**config.mk**
```make
export PLATFORM = sky130hd
export DESIGN_NAME = gun_conditioner
export DESIGN_NICKNAME = d
export VERILOG_FILES = /design/src/rtl/duck_pkg.sv /design/src/rtl/debounce.sv /design/src/rtl/gun_conditioner.sv
export SDC_FILE = /design/constraint.sdc
export NUM_CORES = 1
export LEC_CHECK = 0
export CAP_MARGIN = 20
export CORE_UTILIZATION = 51
export CTS_BUF_LIST = sky130_fd_sc_hd__clkbuf_8 sky130_fd_sc_hd__clkbuf_16
export CTS_CLUSTER_DIAMETER = 150
export DETAILED_ROUTE_END_ITERATION = 10
export HOLD_SLACK_MARGIN = 0.02
export MAX_ROUTING_LAYER = met4
export PLACE_DENSITY = 0.81
export SYNTH_ARGS = -nofsm -noshare
export SYNTH_HDL_FRONTEND = slang
export SYNTH_SLANG_ARGS = --single-unit
export TNS_END_PERCENT = 20
```
**constraint.sdc**
```tcl
create_clock -name clk -period 7.3 [get_ports clk]
set_clock_uncertainty 0.1 [all_clocks]
set_input_delay 1.095 -clock clk [delete_from_list [all_inputs] [get_ports clk]]
set_output_delay 1.095 -clock clk [all_outputs]
set_load 0.005 [all_outputs]
```
**src/rtl/duck_pkg.sv**
```systemverilog
// Shared types and default timing for the light-gun conditioning path.
package duck_pkg;

    typedef enum logic [1:0] {
        WAIT    = 2'd0,
        MEASURE = 2'd1,
        DONE    = 2'd2
    } gun_state_t;

    localparam int DEBOUNCE_CYCLES_DEF = 250000;
    localparam int HIT_THRESHOLD_DEF   = 64;

endpackage

```
**src/rtl/debounce.sv**
```systemverilog
// Two-flop synchronizer followed by a stability counter; level only follows
// the input after it has stayed different for CYCLES consecutive clocks.
module debounce
    import duck_pkg::*;
#(
    parameter int CYCLES = DEBOUNCE_CYCLES_DEF
) (
    input  logic clk,
    input  logic rst,
    input  logic raw,
    output logic level
);

    localparam int CW = (CYCLES > 1) ? $clog2(CYCLES) : 1;
    localparam logic [CW-1:0] LAST = CW'(CYCLES - 1);

    logic [1:0]    sync;
    logic [CW-1:0] cnt;

    always_ff @(posedge clk) begin
        if (rst) begin
            sync  <= '0;
            cnt   <= '0;
            level <= 1'b0;
        end else begin
            sync <= {sync[0], raw};
            // Any return to the current level restarts the stability window.
            if (sync[1] == level) begin
                cnt <= '0;
            end else if (cnt == LAST) begin
                level <= sync[1];
                cnt   <= '0;
            end else begin
                cnt <= cnt + CW'(1);
            end
        end
    end

endmodule

```
**src/rtl/gun_conditioner.sv**
```systemverilog
// Light-gun front end: debounced trigger with shot counting, and a per-frame
// photodiode hit detector that reports at most one hit per flash frame.
module gun_conditioner
    import duck_pkg::*;
#(
    parameter int DEBOUNCE_CYCLES = DEBOUNCE_CYCLES_DEF,
    parameter int HIT_THRESHOLD   = HIT_THRESHOLD_DEF,
    parameter int CNT_W           = 8
) (
    input  logic             clk,
    input  logic             rst,
    input  logic             trigger_raw,
    input  logic             photo_raw,
    input  logic             frame_tick,
    input  logic             flash_active,
    output logic             trigger,
    output logic             trigger_pulse,
    output logic             detect,
    output logic [CNT_W-1:0] shot_count,
    output logic [CNT_W-1:0] hit_count
);

    localparam int LW = $clog2(HIT_THRESHOLD + 1);
    localparam logic [LW-1:0]    LIGHT_MAX = LW'(HIT_THRESHOLD);
    localparam logic [CNT_W-1:0] CNT_MAX   = '1;

    function automatic logic [CNT_W-1:0] sat_inc(input logic [CNT_W-1:0] v);
        return (v == CNT_MAX) ? v : v + CNT_W'(1);
    endfunction

    logic          trigger_prev;
    logic [1:0]    photo_sync;
    gun_state_t    state, state_next;
    logic [LW-1:0] light_cnt, light_next;
    logic          hit_inc;

    debounce #(.CYCLES(DEBOUNCE_CYCLES)) u_trigger_db (
        .clk   (clk),
        .rst   (rst),
        .raw   (trigger_raw),
        .level (trigger)
    );

    assign trigger_pulse = trigger & ~trigger_prev;

    // frame_tick overrides everything so a late threshold crossing never leaks
    // a hit into the next frame.
    always_comb begin
        state_next = state;
        light_next = light_cnt;
        hit_inc    = 1'b0;
        if (frame_tick) begin
            state_next = WAIT;
            light_next = '0;
        end else begin
            case (state)
                WAIT: begin
                    if (flash_active) state_next = MEASURE;
                end
                MEASURE: begin
                    if (photo_sync[1] && flash_active) begin
                        light_next = (light_cnt == LIGHT_MAX) ? LIGHT_MAX : light_cnt + LW'(1);
                        if (light_next == LIGHT_MAX) begin
                            state_next = DONE;
                            hit_inc    = 1'b1;
                        end
                    end
                end
                DONE: begin
                    state_next = DONE;
                end
                default: state_next = WAIT;
            endcase
        end
    end

    always_ff @(posedge clk) begin
        if (rst) begin
            trigger_prev <= 1'b0;
            photo_sync   <= '0;
            state        <= WAIT;
            light_cnt    <= '0;
            detect       <= 1'b0;
            shot_count   <= '0;
            hit_count    <= '0;
        end else begin
            trigger_prev <= trigger;
            photo_sync   <= {photo_sync[0], photo_raw};
            state        <= state_next;
            light_cnt    <= light_next;
            detect       <= (state_next == DONE);
            if (trigger_pulse) shot_count <= sat_inc(shot_count);
            if (hit_inc)       hit_count  <= sat_inc(hit_count);
        end
    end

endmodule

```
met1.png
Cells faint in the background.
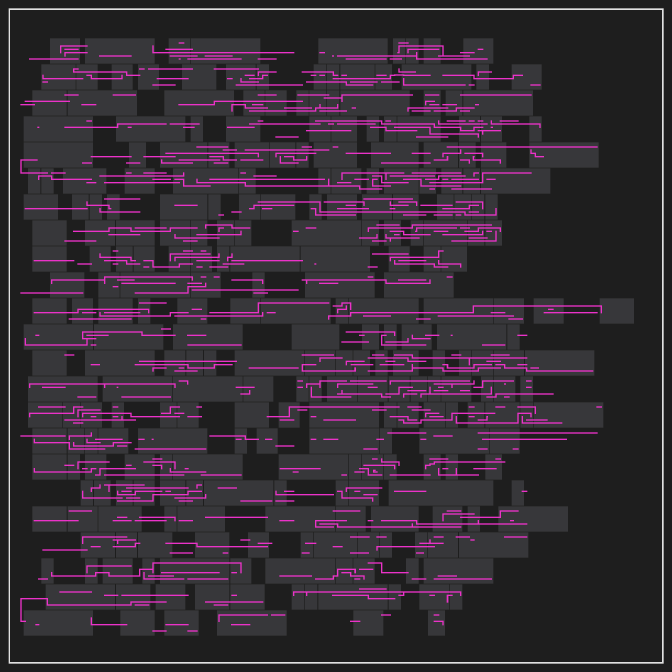
- wire length on this layer: 1,950 um
- nets with wire on the layer: 270
- share of all routed wire: 47%
- longest straight run: 17.5 um
- main direction: horizontal
detailed-route wire length: 4.16 mm
M1 GR Usage: 24.0%
total via count in the routed design: 1,758

met2.png
The bar under the picture is 20 um long.
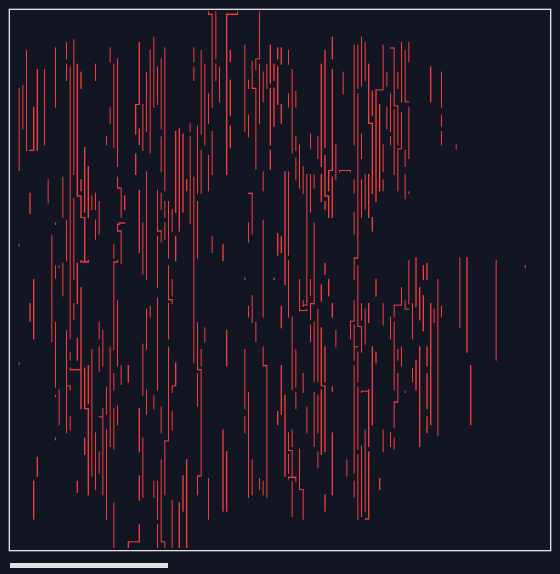
- wire length on this layer: 2,010 um
- share of all routed wire: 48%
- nets with wire on the layer: 252
global routing met2 resource utilization: 32.5%

met3.png
The bar under the picture is 20 um long.
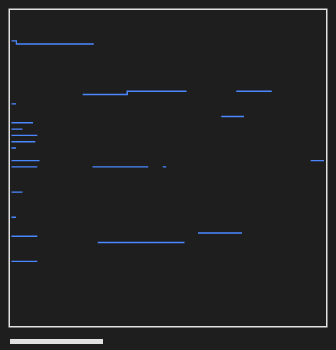
- main direction: horizontal
- wire length on this layer: 137 um
- longest straight run: 18.4 um
met3 capacity usage during global routing: 5.00%

final_clocks.png
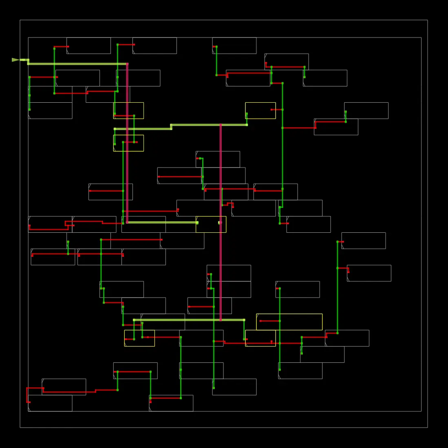
Skew-Pair Late Insertion Delay: 300 ps
cts bufs inserted: 5
Clk power: 196 uW
CTS Sinks: 50
total number of sequential cells: 50

wire_density.png
The bar under the picture is 20 um long. 14 x 14 tiles, from dark purple (low) to yellow (high), scaled to the fullest tile. Values are wire area over tile area, all layers added.
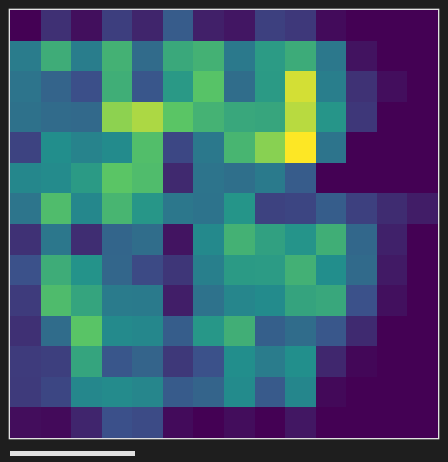
- mean over tiles: 0.14
- fullest tile: 0.44
- tiles over half the peak: 24%
- densest ninth of the die: top middle
- nearly empty tiles: 17%

==> qor.log <==
[cts] clock-pin transition on the worst setup and hold timing paths 80 ps
[synth] area fraction in compound gates after synthesis 5.93%
[synth] Syn Std Cell Area 0.00224 sq mm
[critical_path] critical path buffer and inverter count 1
[placed_design] post-detailed-placement cell area 0.00251 sq mm
[grt] most crowded layer after global routing met2
[final_layout] Data buffer area share 9.17%
[synth] ys async rst share 0%
[synth] area fraction in full adders, half adders and majority gates 2.80%
[hold_path] number of stages on the worst hold path 1
[synth] XOR/XNOR Area Share 11.4%
[final_layout] Gate Area 0.00117 sq mm
[floorplan] horizontal die dimension 68.2 um
[pwr] proportion of power drawn by combinational gates 1.9%
[floorplan] tap cells 50
[detailed_routing] highest metal layer used by the detailed router met4
[final_layout] Final Net Count 291
[critical_path] worst setup path category in2reg
[synth] share of synthesized area spent on multiplexers 1.85%
[timing] RSZ-0062 raised after global routing no
[grt] first-pass GRT wire length 6.76 mm
[outcome] run status finished, final reports clean
[detailed_routing] Post-DRT Antenna Nets 0
[cts] cts-stage hold buffer count 0
[final_layout] combinational share of cell area 44.6%
[critical_path] maximum net fanout on the critical path 7
[critical_path] Reg-to-Reg End hit_count[5]
[placed_design] count of placed standard cells including taps 323
[placed_design] count of buffers from port buffering 24
[synth] leading post-synthesis cells by instance count dfxtp_1 (50), nor2_1 (49), xnor2_1 (16)
[detailed_routing] detailed-route wire length on metal 1 1.95 mm
[flow_run] max cap viols 0
[hold_path] class of the most critical hold timing path reg2reg
[synth] register area share after synthesis 44.8%
[final_layout] Non-CTS inverters 9
[floorplan] area inside the core boundary 0.00412 sq mm
[synth] Post-synth EDFFs 0
[final_layout] top logic cell by instance count in the layout dfxtp_1
[critical_path] category of the worst setup path capture point flop
[floorplan] num rows 23
[critical_path] Arr. time, crit path 3310 ps
[grt] aggregate global routing overflow 0
Power and IR drop assume default switching activity.
